==> config.mk <==
export PLATFORM = sky130hd
export DESIGN_NAME = nios2_freertos_led_sequencer
export DESIGN_NICKNAME = d
export VERILOG_FILES = /design/src/rtl/nios2_freertos_led_sequencer.sv
export SDC_FILE = /design/constraint.sdc
export NUM_CORES = 1
export LEC_CHECK = 0
export ABC_AREA = 0
export CAP_MARGIN = 20
export CORE_MARGIN = 8
export CORE_UTILIZATION = 35
export DETAILED_ROUTE_END_ITERATION = 6
export MAX_ROUTING_LAYER = met4
export SLEW_MARGIN = 20
export SYNTH_ARGS = -nofsm -noshare
export SYNTH_HDL_FRONTEND = slang
export SYNTH_SLANG_ARGS = --single-unit
==> constraint.sdc <==
create_clock -name clk -period 5.5 [get_ports clk]
set_clock_uncertainty 0.1 [all_clocks]
set_input_delay 1.1 -clock clk [delete_from_list [all_inputs] [get_ports clk]]
set_output_delay 1.1 -clock clk [all_outputs]
set_load 0.005 [all_outputs]
ff_map.png
Drawn at 1.5 px/um. Other sequential cells in the stronger grey, the rest of the logic in the fainter grey.
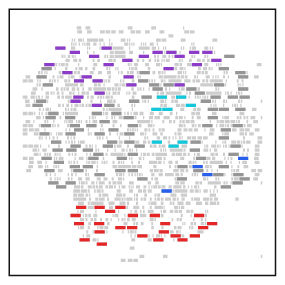
Key: cyan = step_cnt_q [sequential cells 8]; blue = ctrl_q [sequential cells 4, where east]; purple = seq_q [sequential cells 27]; red = tick_cnt_q [sequential cells 24]
Another 90 sequential cells are not coloured.
Seq group: 0.00115 W
final core occ: 42.48%

clock_wires.png
Drawn at 1.5 px/um.
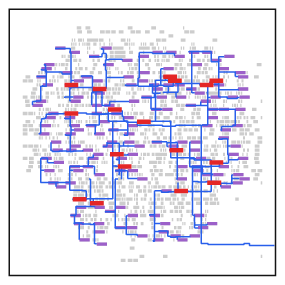
Key: purple = flip-flops [count 153]; red = clock-net drivers [count 17]; blue = clock wires [length 2130 um]
There are 18 routed clock nets.
clk latency late pin: 0.43 ns
proportion of power drawn by the clock network: 41.7%

port_trees.png
Drawn at 3 px/um.
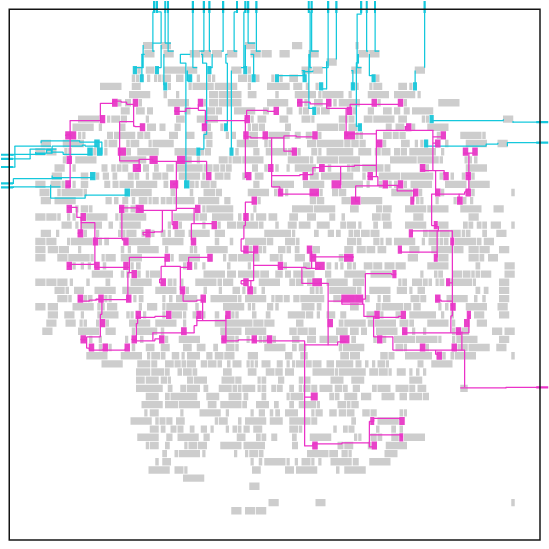
Key: magenta = reset [bits 1, direction input, edge east, end cells 135, buffers 2, wire 1400 um]; cyan = out_port [bits 27, direction output, edge 20 north, 5 west, 2 east, end cells 27, buffers 27, wire 887 um]
I/O pin count: 99
tally of buffers added on design ports: 88

class_map.png
Drawn at 1.5 px/um.
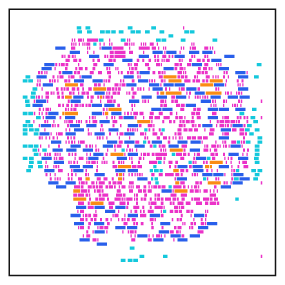
Key: orange = clock drivers and dummy loads [cells 32, share of their area 5.8%]; cyan = remaining buffers and delay cells [cells 108, share of their area 9.9%]; blue = registers [cells 153, share of their area 30%]; magenta = remaining logic cells [cells 961, share of their area 55%]
share of cell area taken by flip-flops and latches: 28.55%
placement row count: 58
Std-Cell Core Area: 25250 um^2

==> flow_summary.ini <==
; implementation run metrics
[outcome]
status = finished clean

[power]
powerComb_w = 0.000534
power.share.sequential_pct = 39.8
comb_power_share_pct = 18.5
top_power_group = the clock network
power_clock_w = 0.00120
internal_power_w = 0.002029
leakagePower_nw = 3.968
netSwitchingPower_w = 0.0008526
powerDensity_nw_per_um2 = 268.5

[synth]
netlist_top_cells_area = sky130_fd_sc_hd__dfxtp_1 34%, sky130_fd_sc_hd__nand2_1 12%, sky130_fd_sc_hd__a21oi_1 7.9%
number_of_synthesized_flops_with_an_enable_pin = 0
seq_area_frac_synth_pct = 34.00
synth-seq-cells = 153
cell_area_after_technology_mapping_um2 = 9009
synthesis.area_per_instance_um2 = 7.564
yosys.area.top_type_share_pct = 34.00
yosys_warnings = 0
post_synth_most_frequent_cells = 282 x sky130_fd_sc_hd__nand2_1, 153 x sky130_fd_sc_hd__dfxtp_1, 143 x sky130_fd_sc_hd__a21oi_1
ys_dominant_reg_cell = sky130_fd_sc_hd__dfxtp_1

[detailed_routing]
drt-vias-per-instance = 5.478
routed_via_count = 8677
drtIter0Drc = 845
ant_nets = 0
route.final.wire_length_um = 29730
routedWlPerCell_um = 18.77

[finish]
final-comb-area_um2 = 5580
seqCellArea_um2 = 3063
nonClockInverterCount = 14
layout.nets = 1307
final_layout_size_suffix_gt1_share_pct = 6.778
nonClockBufferCount = 108
final.fill_count = 2607

[worst_setup_path]
crit_path_max_incr_delay_ns = 0.63
critical_path.startpoint_type = flip-flop
critPathKind = reg2reg
worst-path-max-fanout = 48
most_used_cell_cp = sky130_fd_sc_hd__nor2_1
path_depth = 20
critical_path_required_ns = 5.76
critical_path_buf_inv_count = 1
reg2reg_depth = 20

[sta]
setup_repair_after_global_routing_missed_its_margin = no
final_period_minus_worst_setup_slack_ns = 5.015
setup-tns-final_ns = 0
postLayoutSetupSlackWorst_ns = 0.4854
highest_clock_frequency_the_design_can_meet_ghz = 0.1994
finalHoldViolCount = 0
final_max_slew_viol_count = 0

[clock_tree]
cts_tree = yes
hold_fix_buffers_at_cts = 0
cts_buffers = 17
cts_post_setup_buffers_inserted = 0
tritoncts_num_sinks = 153

[worst_hold_path]
timing.hold.worst.class = reg2reg

[placed_design]
worst_slack_at_placement_ns = 0.6026
cells_after_dpl = 1552

[floorplanning]
die-area_um2 = 31130
die_w_um = 176.4

[global_route]
first_global_vias = 8019
grt-ovfl-total = 0
grt_first_pass_wirelength_um = 46260

[run]
number_of_max_capacitance_violations_reported = 0
openroad.warnings = 31
## cells by family (layout without fill, tap and decap cells)
kind of cell | count (synthesis) | in the layout | synth area share, %
other | 1 | 5 | 0.04163
AND/OR/NAND/NOR | 496 | 496 | 25.22
adder cells (fa/ha/maj) | 27 | 27 | 3.750
buffers and inverters | 95 | 154 | 4.500
AND-OR/OR-AND | 305 | 305 | 20.71
flip-flops | 153 | 153 | 34.00
multiplexers | 38 | 38 | 4.389
XOR/XNOR | 76 | 76 | 7.389
## per-layer routing
metal  vias to the layer above  track usage (%)  routed length [um]
li1                       4262                -                   -
met1                      4102            26.35               14100
met2                       282            29.15               13380
met3                        31            3.034                1699
met4                         0            5.919                 537
met5                         -                -                   0
## cell usage in the layout, fill, tap and decap left out, types with 10 or more instances in the layout
cell	Yosys	routed
sky130_fd_sc_hd__o21ai_0	31	31
sky130_fd_sc_hd__nor2_1	84	84
sky130_fd_sc_hd__a21oi_1	143	143
sky130_fd_sc_hd__inv_1	14	14
sky130_fd_sc_hd__a211o_1	22	22
sky130_fd_sc_hd__nand4_1	10	10
sky130_fd_sc_hd__clkdlybuf4s50_1	0	86
sky130_fd_sc_hd__ha_1	27	27
sky130_fd_sc_hd__nor3_1	15	15
sky130_fd_sc_hd__xnor2_1	26	26
sky130_fd_sc_hd__dfxtp_1	153	153
sky130_fd_sc_hd__o22ai_1	47	47
sky130_fd_sc_hd__nand3_1	24	24
sky130_fd_sc_hd__buf_4	7	21
sky130_fd_sc_hd__mux2i_1	35	35
sky130_fd_sc_hd__nand2_1	282	281
sky130_fd_sc_hd__nor4_1	15	15
sky130_fd_sc_hd__xor2_1	50	50
sky130_fd_sc_hd__clkbuf_16	0	17
No activity file was given, so power comes from the tool's default toggle rates.
